$ cat config.mk
export PLATFORM = sky130hd
export DESIGN_NAME = spike_dispatcher
export DESIGN_NICKNAME = d
export VERILOG_FILES = /design/src/rtl/spike_dispatcher.sv
export SDC_FILE = /design/constraint.sdc
export NUM_CORES = 1
export LEC_CHECK = 0
export CAP_MARGIN = 25
export CORE_MARGIN = 2
export CORE_UTILIZATION = 35
export CTS_BUF_LIST = sky130_fd_sc_hd__clkbuf_8
export CTS_CLUSTER_DIAMETER = 40
export DETAILED_ROUTE_END_ITERATION = 6
export PLACE_DENSITY = 0.72
export SYNTH_ARGS = -nofsm -noshare
export SYNTH_HDL_FRONTEND = slang
export SYNTH_SLANG_ARGS = --single-unit
export TNS_END_PERCENT = 100
$ cat constraint.sdc
create_clock -name clk -period 5.2 [get_ports clk]
set_clock_uncertainty 0.1 [all_clocks]
set_input_delay 1.56 -clock clk [delete_from_list [all_inputs] [get_ports clk]]
set_output_delay 1.56 -clock clk [all_outputs]
set_load 0.02 [all_outputs]
$ cat src/rtl/spike_dispatcher.sv
// spike_dispatcher
//   Reader end of the fire FIFO. Pops one fired-neuron tag at a time, reads
//   that neuron's fan-out row (edge base, edge count) from the row table, then
//   walks the edge table and emits one (target, weight) synaptic event per edge
//   on a valid/ready stream toward the neuron update stage.
//
// Ports
//   clk, asyn_reset          clock (rising edge), asynchronous active-high reset
//   fifo_empty, fifo_tag     fire FIFO status and head tag
//   fifo_deq                 pop request, one-cycle pulse
//   row_addr                 row table read address (synchronous RAM)
//   row_base, row_len        row table data, valid the cycle after row_addr
//   edge_addr                edge table read address (synchronous RAM)
//   edge_target, edge_weight edge table data, valid the cycle after edge_addr
//   syn_valid, syn_ready     synaptic event handshake
//   syn_target, syn_weight   synaptic event payload, held until accepted
//   busy                     high whenever the walker is not idle
//   done                     one-cycle pulse when a tag's fan-out completes
module spike_dispatcher #(
  parameter int unsigned numneurons   = 2,
  parameter int unsigned tagbits      = 1,
  parameter int unsigned edgeaddrbits = 4,
  parameter int unsigned lenbits      = 3,
  parameter int unsigned weightbits   = 8
) (
  input  logic                    clk,
  input  logic                    asyn_reset,
  input  logic                    fifo_empty,
  input  logic [tagbits-1:0]      fifo_tag,
  output logic                    fifo_deq,
  output logic [tagbits-1:0]      row_addr,
  input  logic [edgeaddrbits-1:0] row_base,
  input  logic [lenbits-1:0]      row_len,
  output logic [edgeaddrbits-1:0] edge_addr,
  input  logic [tagbits-1:0]      edge_target,
  input  logic [weightbits-1:0]   edge_weight,
  output logic                    syn_valid,
  input  logic                    syn_ready,
  output logic [tagbits-1:0]      syn_target,
  output logic [weightbits-1:0]   syn_weight,
  output logic                    busy,
  output logic                    done
);

  // A neuron count that the tag width cannot address leaves this named
  // block visible in the elaborated hierarchy.
  if (numneurons > (1 << tagbits)) begin : g_tagbits_too_narrow_for_numneurons
  end

  typedef enum logic [2:0] {
    IDLE,
    ROW,
    ROW_RD,
    EDGE,
    EDGE_RD,
    SEND
  } state_t;

  state_t                  state;
  logic [edgeaddrbits-1:0] base_r;
  logic [lenbits-1:0]      len_r;
  logic [lenbits-1:0]      idx;
  logic [lenbits:0]        idx_inc;
  logic                    accept;
  logic                    last_edge;

  // One extra bit so a full-length row (2^lenbits-1 edges) still matches.
  assign idx_inc   = {1'b0, idx} + {{lenbits{1'b0}}, 1'b1};
  assign last_edge = (idx_inc == {1'b0, len_r});
  assign accept    = (state == SEND) && syn_ready;

  // fifo_deq and done react within the cycle (a zero-length row is only known
  // once row_len arrives); the reset term keeps the pop quiet while in reset.
  assign fifo_deq  = !asyn_reset && (state == IDLE) && !fifo_empty;
  assign done      = ((state == ROW_RD) && (row_len == '0)) || (accept && last_edge);
  assign busy      = (state != IDLE);
  assign syn_valid = (state == SEND);

  // row_addr doubles as the latched tag register; it is loaded on the pop and
  // held while the row read is in flight.
  always_ff @(posedge clk or posedge asyn_reset) begin
    if (asyn_reset) begin
      state      <= IDLE;
      row_addr   <= '0;
      edge_addr  <= '0;
      base_r     <= '0;
      len_r      <= '0;
      idx        <= '0;
      syn_target <= '0;
      syn_weight <= '0;
    end else begin
      case (state)
        IDLE: begin
          if (!fifo_empty) begin
            row_addr <= fifo_tag;
            state    <= ROW;
          end
        end
        ROW: begin
          state <= ROW_RD;
        end
        ROW_RD: begin
          base_r    <= row_base;
          len_r     <= row_len;
          idx       <= '0;
          // First edge address comes straight from the row data so the edge
          // read can start in the very next cycle.
          edge_addr <= row_base;
          state     <= (row_len == '0) ? IDLE : EDGE;
        end
        EDGE: begin
          state <= EDGE_RD;
        end
        EDGE_RD: begin
          syn_target <= edge_target;
          syn_weight <= edge_weight;
          state      <= SEND;
        end
        SEND: begin
          if (syn_ready) begin
            idx       <= idx_inc[lenbits-1:0];
            // Truncation to the address width gives the wrap past the top.
            edge_addr <= base_r + edgeaddrbits'(idx_inc);
            state     <= last_edge ? IDLE : EDGE;
          end
        end
        default: begin
          state <= IDLE;
        end
      endcase
    end
  end

endmodule

Figure 1. Logic cells by family (run 1).
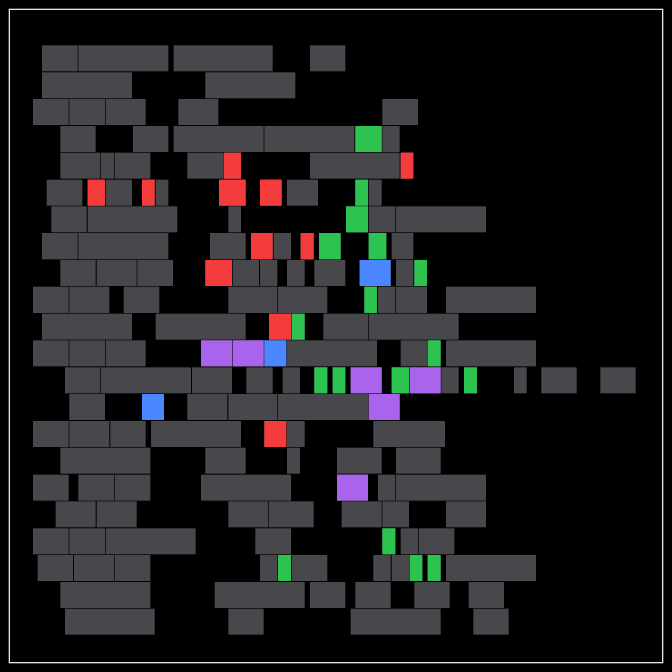
[red] NOR gates | cells: 11 | most used: nor2b_1
[blue] AND and OR gates | cells: 3 | most used: or3_1
[purple] XOR/XNOR gates | cells: 6 | where: center
[green] NAND gates | cells: 17 | most used: nand2_1
dominant logic cell type in the layout: sky130_fd_sc_hd__clkdlybuf4s50_1
logic share of the area: 33.8%
tally of non-filler cells in the final layout: 208

Figure 2. Routing congestion (run 1).
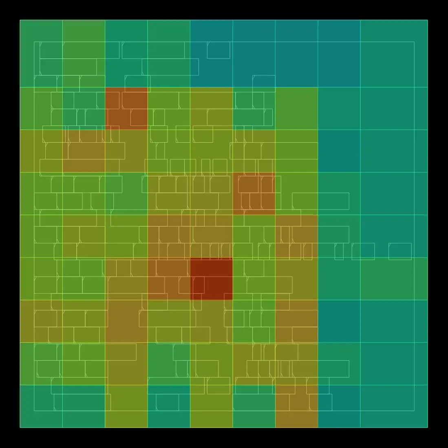
Global Route Usage Sum: 14.3%
GR Layer Usage met3: 4.77%
GR Util met2: 25.5%

==> notes.md, run 1 <==
Notes on the flow outputs.

- The run finished with clean final reports.
- The origin of the critical flop-to-flop path is idx[0].
- The routed layout has 1027 vias.
- Ranked by total cell area, the synthesized netlist is headed by sky130_fd_sc_hd__dfrtp_1 50%, sky130_fd_sc_hd__mux2_2 13%, sky130_fd_sc_hd__ha_1 3.7%, sky130_fd_sc_hd__nand2_1 3.3%, sky130_fd_sc_hd__o21ai_0 3.0%.
- Setup slack on the worst path after placement came out at 147 ps.
- For this run, the register share of the synthesized area comes to 50.0%.
- TritonCTS built the clock tree.
- According to the timing report, the arrival time at the worst endpoint equals around 3400 ps.
- Post-synthesis, Yosys gives the total cell area as 0.00135 mm2.
- Internal power comes to 662 uW.
- The part of the power in the clock network is 11.2%.
- The clock buffer count from CTS reads 3.
- Along the critical path, the tally of buffer and inverter instances is 2.
- The DRC violations left is 0.
- According to the report, the first pass of detailed routing completed in 4 iterations.
- According to the floorplan report, the total die area is about 0.0044 mm2.
- Per the placement log, port buffering inserted 38 buffers.
- The number of setup violations in the final report reads 0.
- The CTS root buffer reads sky130_fd_sc_hd__clkbuf_8.
- The routed via count divided by cell count reads 4.94.
- The tally of yosys warning messages is 0.
- On met1, the global router reports a usage of 16.1%.
- Once detail routing completed, the nets flagged for antenna violations numbered 0.
- The gate family responsible for the most delay along the worst path is buffers and inverters.
- The capture instance of the worst register-to-register path is edge_addr[3].
- The routed length on met1 reads approximately 1200 um.
- The highest-utilization routing layer at the global route stage is met2.
- In this design, the critical path's most frequently occurring cell is sky130_fd_sc_hd__clkdlybuf4s50_1.
- The number of gates given a new drive strength after cts reads 0.
- The worst hold path begins at edge_addr[0].
- Looking at the worst setup and hold paths, the clock pins of their registers show a slew of 100 ps.
- The number of slew-limit violations in the final report is 0.
- The final-layout setup total negative slack is 0 ps.
- The number of placed I/O pins is 39.
- Per the repair_timing log after CTS, setup buffers inserted total 0.
- The timing endpoint of the critical path is done.
- The uppermost layer routed reads met4.
- The number of flops mapped to enable cells by yosys is 0.
- The core footprint reads 0.00369 mm2.
Figure 3. Cell classes on the final placement (run 1).
The bar under the picture is 20 um long.
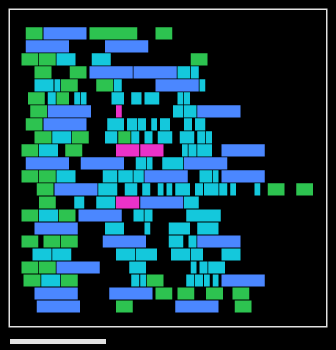
[magenta] clock drivers and dummy loads | cells: 4
[green] other buffers and delay cells | cells: 41
[cyan] combinational and other logic | cells: 88
[blue] flops | cells: 27

Figure 4. Sequential cells grouped by signal name (run 1).
The bar under the picture is 20 um long. Other sequential cells in the stronger gray, the rest of the logic in the fainter gray.
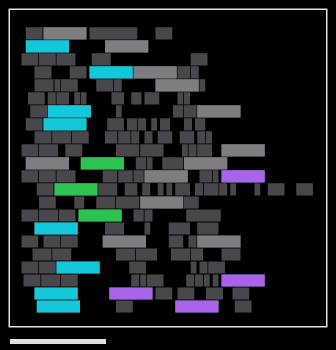
[green] len_r | placed flops: 3
[cyan] syn_weight | placed flops: 8
[purple] edge_addr | placed flops: 4
not colored: 12

[run 1: registers in the layout, indices dropped and copies added, names as in the netlist]
register / cells
len_r: 3
syn_weight: 8
syn_target: 1
idx: 3
base_r: 4
edge_addr: 4
state: 3
row_addr: 1
[run 1: power by group through the flow]
stage	sequential [uW]	clock (uW)	combinational, uW
2_1_floorplan	429	0	322
3_3_place_gp	388	0	551
3_5_place_dp	394	0	568
4_1_cts	390	123	573
5_1_grt	407	131	623
6_report	390	121	566
[run 1: cell type report]
type / count / area (um2)
clock buffers: 3 / 41.3
clock inverters: 1 / 3.75
fillers: 342 / 1840
inverters: 5 / 18.8
multi-input cells: 83 / 623
flip-flops and latches: 27 / 676
well taps: 48 / 60.1
repair buffers: 41 / 423
[run 1: layout by cell type, fill, tap and decap left out, types with 3 or more instances in the layout]
master / count
sky130_fd_sc_hd__xor2_1: 3
sky130_fd_sc_hd__ha_1: 4
sky130_fd_sc_hd__o21ai_0: 8
sky130_fd_sc_hd__a21oi_1: 6
sky130_fd_sc_hd__mux2_2: 16
sky130_fd_sc_hd__nand2_1: 12
sky130_fd_sc_hd__dfrtp_1: 27
sky130_fd_sc_hd__clkbuf_8: 3
sky130_fd_sc_hd__nor2b_1: 4
sky130_fd_sc_hd__clkdlybuf4s50_1: 38
sky130_fd_sc_hd__nor2_1: 3
sky130_fd_sc_hd__inv_1: 6
sky130_fd_sc_hd__xnor2_1: 3
[run 1: cells by family (layout without fill, tap and decap cells)]
family / after synthesis / in the layout / synth area share [%]
adders and majority gates: 5 / 5 / 5.19
buffers and inverters: 11 / 50 / 3.80
muxes: 18 / 18 / 14.8
AOI/OAI and AO/OA: 23 / 23 / 10.6
DFF: 27 / 27 / 50.0
and+or+nand+nor: 31 / 31 / 11.7
xor gates and xnor gates: 6 / 6 / 3.89
## Run 2: what changed since run 1
- PLACE_DENSITY: 0.72 -> not set
- PLACE_DENSITY_LB_ADDON: not set -> 0.3
- SLEW_MARGIN: not set -> 5
- clock period: 5.2 -> 5.25 ns (I/O delays scaled with it)
Figure 5. Routing congestion (run 2).
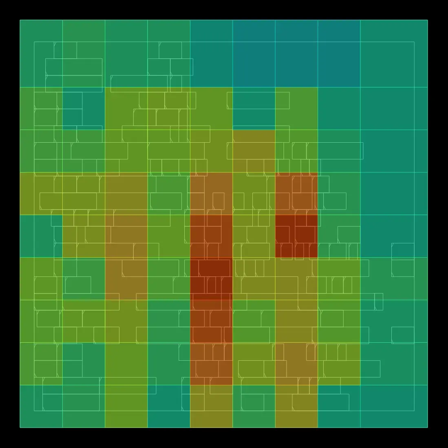
average wire per standard cell: 13.0 um
GR Util met2: 24.1%

==> notes.md, run 2 <==
Notes on the flow outputs.

- The post-synthesis chip area from yosys reads 0.00135 mm2.
- The register with the most flip-flops in the final layout is syn_weight.
- The via count of the routed design reads roughly 990.
- The CTS root buffer reads sky130_fd_sc_hd__clkbuf_8.
- The power density of the placed cells is 571 mW/mm2.
- The most common flop cell mapped by yosys reads sky130_fd_sc_hd__dfrtp_1.
- The DRC violations left reads 0.
- After synthesis, the cell types taking the most area are sky130_fd_sc_hd__dfrtp_1 50%, sky130_fd_sc_hd__mux2_2 13%, sky130_fd_sc_hd__ha_1 3.7%, sky130_fd_sc_hd__nand2_1 3.3%, sky130_fd_sc_hd__o21ai_0 3.0%.
- Prior to clock tree synthesis, the placed netlist has a worst setup slack of 248 ps.
- STA classifies the critical path endpoint as an output port.
- Nets still carrying antenna violations after routing amount to 0.
- The count of input and output buffers reads 38.
- In the synthesized netlist, the number of instances is around 120.
- In the final layout, the registers with the most flip-flops are syn_weight x8, base_r x4, edge_addr x4.
- The detailed-router iteration count before antenna repair reads 4.
- The CTS clock-pin slew for the worst setup and hold paths is 90 ps.
- The worst-path cell with the longest stage delay is sky130_fd_sc_hd__clkdlybuf4s50_1.
- The post-CTS setup buffer count reads 0.
- The path type of the worst min-delay path reads reg2reg.
- The top cell types in the final layout, fill and taps aside, are 38 x sky130_fd_sc_hd__clkdlybuf4s50_1, 27 x sky130_fd_sc_hd__dfrtp_1, 16 x sky130_fd_sc_hd__mux2_2, 12 x sky130_fd_sc_hd__nand2_1, 8 x sky130_fd_sc_hd__o21ai_0.
- The highest-utilization routing layer at the global route stage is met2.
- The vertical die dimension is 66.1 um.
- The largest net degree at the start of global routing reads 19.
- Counting only logic cells after layout, the most numerous master is sky130_fd_sc_hd__clkdlybuf4s50_1.
- Across the run, the number of max-cap violations was 0.
- The wire length of the first global-routing pass is roughly 4700 um.
- The number of placed I/O pins reads 39.
- The net count reported at finish is 187.
- The number of buffers and inverters on the critical path reads 2.
- The top achievable clock speed reads 200 MHz.
- For this run, asynchronously set or reset flops after synthesis account for 100%.
- The gate family responsible for the most delay along the worst path is buffers and inverters.
- The final-layout setup total negative slack is 0 ps.
- CTS built an H-tree with a depth of 1.
- The number of gates given a new drive strength after cts is 0.
- Per the synthesis report, the number of distinct cell types is 31.
- Setup repair after global routing left no endpoint under its margin.
- The number of flip-flops in the largest register is 8.
- On the critical path the data arrives at 3340 ps.
- The number of flops mapped to enable cells by yosys is 0.
- The layout summary lists the proportion of cells stronger than drive strength 1 as 15.6%.
- The clock buffer count from CTS reads 3.
- The routed via count divided by cell count is 4.78.
- The startpoint of the lowest-slack hold path is edge_addr[1].
- The core footprint reads 0.00369 mm2.
- The number of setup violations in the final report is 0.
- The initial standard-cell utilization of the core reads between 30% and 40%.
- The final worst-path setup slack reads 240 ps.
- The number of slew-limit violations in the final report reads 0.
- The post-synthesis sequential area ratio reads 50.0%.
- The HPWL after detailed placement is 2110 um.
- The total overflow reported by the global router is 0.
- The average size of a mapped cell is 11.2 um2.
- The origin of the critical flop-to-flop path reads idx[0].
- TritonCTS built the clock tree.
- The die footprint reads 0.00437 mm2.
- On met1, the global router reports a usage of 17.5%.
- The clock net sink count is 27.
- The wire length reported by the detailed router is about 2700 um.
- The number of nets at floorplan is 147.
- The floorplan has 22 rows.
- The most prevalent standard cell on the critical path is sky130_fd_sc_hd__clkdlybuf4s50_1.
- The share of the cycle needed by the critical path after routing reads between 90 and 100%.
- The die boundary width reads around 66 um.
- The final hold violation count reads 0.
- The static leakage power is 0.000776 uW.
- The type of the setup path with the least slack reads in2out.
- For this run, global-route usage on met3 was measured as 3.24%.
- The total tool warning count reads 26.
- The type of origin of the critical path is a primary input.
- The flow ran to the end, and the final reports show no timing, DRC or antenna violations.
- The share of Yosys cell area claimed by the top area cell type reads 50.0%.
- The tally of yosys warning messages reads 0.
- The commonest cells after synthesis are 27 x sky130_fd_sc_hd__dfrtp_1, 16 x sky130_fd_sc_hd__mux2_2, 12 x sky130_fd_sc_hd__nand2_1, 8 x sky130_fd_sc_hd__o21ai_0, 6 x sky130_fd_sc_hd__a21oi_1.
- The total routing usage reported by global routing is 13.9%.
- The data required time reported for the critical path is 3580 ps.
[run 2: kinds of logic after synthesis]
group,Yosys count,share of synthesized area [%]
compound gates,23,10.6
xor+xnor,6,3.89
fa+ha+maj,5,5.19
buf+inv,11,3.80
flops,27,50.0
mux,18,14.8
simple gates,31,11.7
[run 2: per-layer routing]
layer / vias up / share of wire, %
met5: - / 0
met4: 0 / 0.33
met3: 2 / 5.7
met2: 28 / 46
met1: 464 / 48
li1: 500 / -
[run 2: stage by stage]
stage	cell area [um2]	util [%]	hold WS [ps]	cells	total power [uW]
finish	1850	50.1	384	208	1050
global route	1850	50.1	439	208	1140
CTS	1850	50.1	392	208	1070
detailed placement	1800	48.8	370	204	948
global placement	1770	48.1	362	203	931
floorplan	1350	-	387	121	744
[run 2: where the power goes]
part,leakage [uW],internal (uW),switching [uW],total [uW]
clock,0.0000255,53.1,62.6,116
sequential,0.000330,306,80.3,386
combinational,0.000421,296,257,552
total,0.000776,655,400,1050
[run 2: worst paths after layout]
kind | to | slack, ps | cells past startpoint
min in group asynchronous | idx[0] | 1550 | 2
setup / recovery | done | 240 | 4
setup reg to reg | edge_addr[3] | 3290 | 6
max in group asynchronous | len_r[1] | 3050 | 3
hold reg to reg | edge_addr[1] | 380 | 2
hold / removal | edge_addr[1] | 380 | 2
[run 2: final cells by class]
type / instances / area, um2
Clock buffer: 3 / 41.3
Clock inverter: 1 / 5.00
Fill cell: 356 / 1840
Inverter: 5 / 18.8
Multi-Input combinational cell: 83 / 623
Sequential cell: 27 / 676
Tap cell: 48 / 60.1
Timing Repair Buffer: 41 / 423
[run 2: worst min-delay path: cells and delay by family (launching register included)]
kind / cells / cell delay [ps]
and+or+nand+nor: 1 / 40
DFF: 1 / 350
AOI/OAI and AO/OA: 1 / 60
No activity file was given, so power comes from the tool's default toggle rates.
